Figure 1. Metal 1 (run 1).
Cells faint in the background.
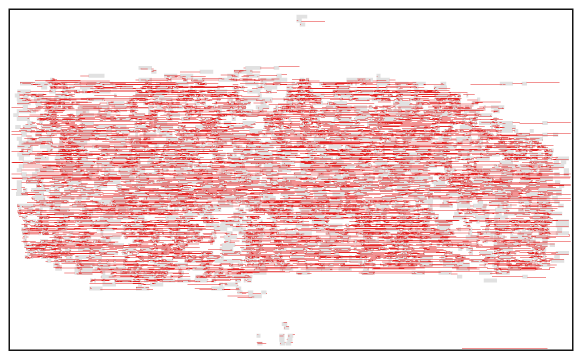
Figure 2. M2 wires (run 1).
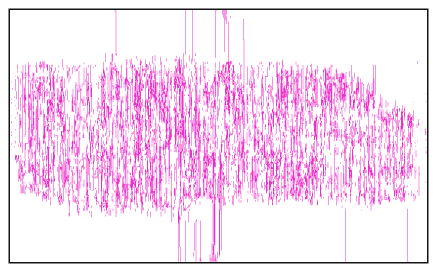
Figure 3. M3 wires (run 1).
Cells faint in the background.
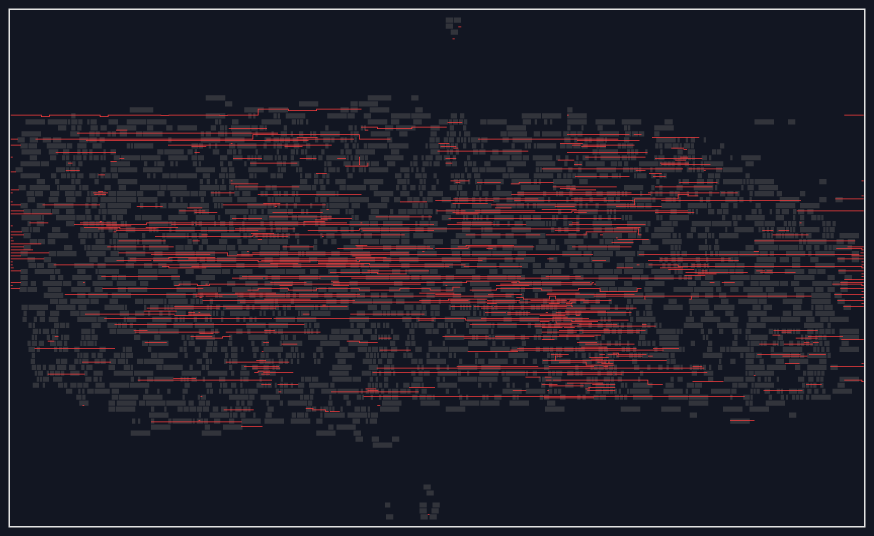
==> config.mk <==
export PLATFORM = sky130hd
export DESIGN_NAME = multi_pulse_gen
export DESIGN_NICKNAME = d
export VERILOG_FILES = /design/src/rtl/multi_pulse_gen.sv
export SDC_FILE = /design/constraint.sdc
export NUM_CORES = 1
export LEC_CHECK = 0
export CORE_ASPECT_RATIO = 0.6
export CORE_MARGIN = 2
export CORE_UTILIZATION = 30
export DETAILED_ROUTE_END_ITERATION = 6
export SETUP_SLACK_MARGIN = 0.05
export SLEW_MARGIN = 25
export SYNTH_ARGS = -nofsm -noshare
export SYNTH_HDL_FRONTEND = slang
export SYNTH_SLANG_ARGS = --single-unit
==> constraint.sdc <==
create_clock -name clk -period 16.52 [get_ports clk]
set_clock_uncertainty 0.2 [all_clocks]
set_input_delay 3.304 -clock clk [delete_from_list [all_inputs] [get_ports clk]]
set_output_delay 3.304 -clock clk [all_outputs]
set_load 0.02 [all_outputs]
==> results_slide.txt, run 1 <==
Implementation Results

Logic synthesis
  – Yosys warns: 0
  – Yosys Chip Area: between 0.02 and 0.03 mm^2
  – Synth Cell Area: approximately 0.027 mm^2
  – Area leader share: approximately 45%
  – Mapped Cells: ~2,700
  – Post-synth area hogs: dfrtp_1 (45%), mux2_2 (9.7%), o21ai_0 (4.2%), ha_1 (3.8%), a21oi_1 (3.5%)
  – Most numerous cell in the Yosys netlist: dfrtp_1
  – Synthesized registers: 488

Run
  – Tool warning count: 35
  – Max Cap Violations: 0

Final timing
  – Count of final hold-check violations: 0
  – Fin Setup TNS: 0 ps
  – Setup-failing EPs final: 0
  – Fmax: 0.1647 GHz
  – Min Tclk post-route: 6072 ps
  – Final period util: 36.76%
  – Slew @ Worst Pin: 1011 ps
  – Rel. slew slack: roughly a third

Global route
  – Antenna violations before repair: 10
  – Total grt overflow: 0
  – First-pass GRT wire length: approximately 130 mm
  – Largest net degree at the start of global routing: ~180

Clocking
  – CTS tree: yes
  – Postcts setup bufs: 0
  – # hold bufs at CTS: 0
  – CTS buffer count: around 45
  – CTS max path bufs: 3
  – Worst skew pair latency: 590 ps
  – Reg clk slew, reported paths: around 70 ps
  – Root buf cell: clkbuf_16

Final layout
  – Final Non-Filler Cells: about 3,900
  – # fillers: between 8,000 and 9,000
  – Layout cells sized above 1: approximately 14%
  – Most instantiated logic cells after routing: dfrtp_1 (476), mux2_2 (229), o21ai_0 (221)
  – Layout area overhead: 13.23%
  – Finished Cell Area: 0.03006 mm^2
  – Sequential cell area: between 0.01 and 0.015 mm^2

Pwr
  – Sw Pwr: about 1.6 mW
  – Switch share: a little under two fifths
  – Clk pwr share: a little over a quarter
  – Worst IR Drop VDD: between 60 and 70 uV
  – Power Dens Cells: between 100 and 150 mW/mm^2
  – Sequential power share: 41.8%

Detailed routing
  – Total iterations of the first detailed-routing run: 5
  – DRT iter0 DRCs: around 2,300
  – Routed len/inst: ~23 um

Critical path
  – Critical Path RT: about 17,000 ps
  – Worst setup EP type: async pin
  – Worst path max stage delay: around 830 ps
  – Critical path class: input port to async pin
  – Worst reg2reg path depth: 9

Min path
  – WHS Path Cells: 2

Run status
  – Status: finished, final reports clean

Placement
  – I/O Buffers: around 83
  – DP Cell Count: 3,787
  – Post-Place Cell Area: 0.02843 mm^2

Die
  – Total die size: between 0.09 and 0.1 mm^2
  – Placeable Area: between 0.08 and 0.09 mm^2
Back to the opening pictures, Figure 1:
main direction: horizontal
longest straight run: 170 um
wire length on this layer: 44.6 mm
DRT Wirelength: 87.39 mm
met1 Use GR: 30.85%
Via Count: 21,650

Back to the opening pictures, Figure 2:
main direction: vertical
share of all routed wire: 35%
longest straight run: 85.7 um
M2 GR Usage: 23.26%

Back to the opening pictures, Figure 3:
main direction: horizontal
share of all routed wire: 12%
wire length on this layer: 10,700 um
grt met3 use: 7.223%

## run 1: cell families after synthesis
logic type	share of synthesized area [%]
AOI/OAI and AO/OA	20.04
xor gates and xnor gates	2.045
adders and majority gates	4.072
buffers and inverters	4.048
DFF	46.06
muxes	10.62
and+or+nand+nor	13.12
## run 1: area by class of cell
class                   count  share of cell area [%]
repair buffers            106                   3.471
diodes                      1                0.008325
clock inverters            24                   1.041
well taps                1161                   4.832
multi-input cells        1916                   44.30
clock buffers              60                   4.200
inverters                 117                   1.473
flip-flops and latches    488                   40.67
## run 1: metal layers
metal | GRT usage (%) | wire length (um) | up-vias | share of wire, %
met2 | 23.26 | 30820 | 896 | 35
met4 | 2.882 | 1224 | 6 | 1.4
met5 | 0 | 37 | - | 0.042
met3 | 7.223 | 10740 | 87 | 12
met1 | 30.85 | 44560 | 10770 | 51
li1 | - | - | 9893 | -
## run 1: metrics by stage
stage | hold WS (ps) | setup slack, ps
CTS | 281.7 | 9925
global route | 313.1 | 9976
detailed placement | 266.0 | 9319
floorplan | 241.3 | 6409
finish | 275.2 | 10450
global placement | 259.0 | 9313
## run 1: power by group through the flow
stage	logic [mW]	clock network (mW)	registers (mW)
6_report	1.41	1.14	1.83
5_1_grt	1.57	1.21	1.87
4_1_cts	1.39	1.16	1.82
3_5_place_dp	1.38	0	1.84
3_3_place_gp	1.37	0	1.83
2_1_floorplan	1.04	0	1.71
## run 1: tightest hold or removal path, cell delays in order, from the launching register on
cell	delay (ps)
dfrtp_1	340
nand2_1	40
o21ai_0	60
==> inputs of run 2 (changes only) <==
clock period = 5.05 ns   (was 16.52 ns; I/O delays follow)
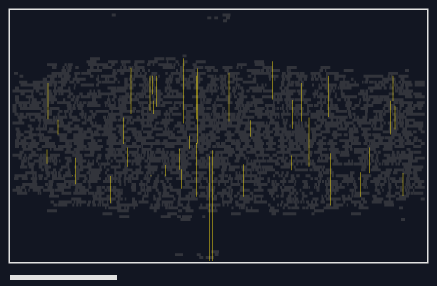
Figure 4: run 2, signal wires on met4.
Scale bar: 100 um. Cells faint in the background.
main direction: vertical
longest straight run: 103 um
DRT Wirelength: 89.19 mm
Via Count: 21,760

==> results_slide.txt, run 2 <==
Implementation Results

Clocking
  – CTS buffer count: ~45
  – Root buf cell: clkbuf_16
  – CTS tree: yes
  – # hold bufs at CTS: 0
  – Postcts setup bufs: 0
  – CTS max path bufs: 3
  – Worst skew pair latency: between 500 and 600 ps
  – Clock H-tree levels: 2
  – Reg clk slew, reported paths: 70 ps

Final timing
  – Min Tclk post-route: ~4000 ps
  – RSZ-0062 raised after global routing: no
  – Count of final hold-check violations: 0
  – Rel. slew slack: 24.64%
  – Fin Setup TNS: 0 ps
  – Fmax: 0.2497 GHz
  – Setup-failing EPs final: 0
  – Final setup margin: 1045 ps
  – Slew @ Worst Pin: 1121 ps
  – Final period util: 79.30%

Placement
  – I/O Buffers: between 80 and 90
  – Dpl ws: ~1200 ps
  – DPL Wire Length: approximately 66 mm
  – DP Cell Count: ~3,800

Global route
  – Antenna violations before repair: 12
  – Total grt overflow: 0
  – First-pass GRT wire length: ~130 mm
  – Largest net degree at the start of global routing: 101
  – Vias in the first global route: ~20,000

Die
  – Placeable Area: 0.08765 mm^2
  – Die X: slightly below 400 um
  – Total die size: around 0.091 mm^2

Critical path
  – R2r setup slk: roughly 1000 ps
  – Critical Path RT: approximately 5300 ps
  – Worst reg2reg path depth: 7
  – Critical path class: flop to flop
  – Worst setup EP type: flop

Logic synthesis
  – Synthesized registers: about 490
  – Mapped Cells: 2,670
  – Yosys Chip Area: around 0.027 mm^2
  – Most numerous cell in the Yosys netlist: dfrtp_1
  – Syn Area/Cell: 9.943 um^2
  – Post-synth ARST share: 100.0%
  – Synth Cell Area: 0.02655 mm^2
  – Area leader share: 44.87%
  – Post-synth area hogs: dfrtp_1 (45%), mux2_2 (9.7%), o21ai_0 (4.2%), ha_1 (3.8%), a21oi_1 (3.5%)
  – Yosys warns: 0

Run status
  – Status: finished, final reports clean

Run
  – Max Cap Violations: 0
  – Tool warning count: 38

Final layout
  – Sequential cell area: roughly 0.012 mm^2
  – # fillers: about 9,000
  – Layout area overhead: 12.90%
  – Final Non-Filler Cells: 3,878
  – Layout cells sized above 1: 13.76%
  – Most instantiated logic cells after routing: dfrtp_1 (476), mux2_2 (229), o21ai_0 (221)

Pwr
  – Power Dens Cells: 471.0 mW/mm^2
  – Worst IR Drop VDD: approximately 240 uV

Min path
  – WHS Path Cells: 2

Detailed routing
  – Total iterations of the first detailed-routing run: 5
  – Post-route ant nets: 0
  – DRT iter0 DRCs: around 2,600
  – Routed len/inst: roughly 23 um
## run 2: cell counts after synthesis
No cell type changed its count.
## run 2: area by class of cell
class                   count  share of cell area [%]
diodes                      6                 0.05009
clock buffers              67                   4.300
clock inverters            13                  0.4341
inverters                 117                   1.478
multi-input cells        1916                   44.40
flip-flops and latches    488                   40.79
well taps                1161                   4.847
repair buffers            110                   3.699
## run 2: routing by layer
layer  routed length, um  track usage (%)  part of all wire (%)  vias to the layer above
li1                    -                -                     -                     9893
met1               44160            30.81                    50                    10820
met2               31790            23.64                    36                      957
met3               11980            7.751                    13                       89
met4                1241            3.028                   1.4                        4
met5                  23                0                 0.026                        -
## run 2: cells by family after synthesis
group	count (synthesis)	synth area share, %
muxes	253	10.62
DFF	488	46.06
xor gates and xnor gates	62	2.045
buffers and inverters	266	4.048
and+or+nand+nor	691	13.12
AOI/OAI and AO/OA	826	20.04
adders and majority gates	84	4.072
## run 2: report_power, final
part           switching, mW  internal, mW  leakage [nW]  total, mW
combinational           2.63          1.96          5.67       4.59
sequential              1.09          4.95          5.95       6.05
clock                   1.60          1.87         0.695       3.48
total                   5.33          8.79          12.3       14.1
## run 2: worst max-delay path: stages, from the launching register on
cell,delay [ps]
dfrtp_1,450
nor4_1,850
nand4_1,780
o41ai_2,510
or2_1,450
inv_2,290
o21a_1,180
o22a_1,190
## run 2: stage by stage
| step | hold slack, ps | instance area, um^2 |
|---|---|---|
| after global routing | 306.1 | 29960 |
| after global placement | 256.6 | 28530 |
| after CTS | 280.5 | 29950 |
| after detailed placement | 266.0 | 28530 |
| after floorplan | 241.3 | 26550 |
| final | 277.1 | 29970 |
Power figures rest on the tool's default switching activity, not on a simulated workload.
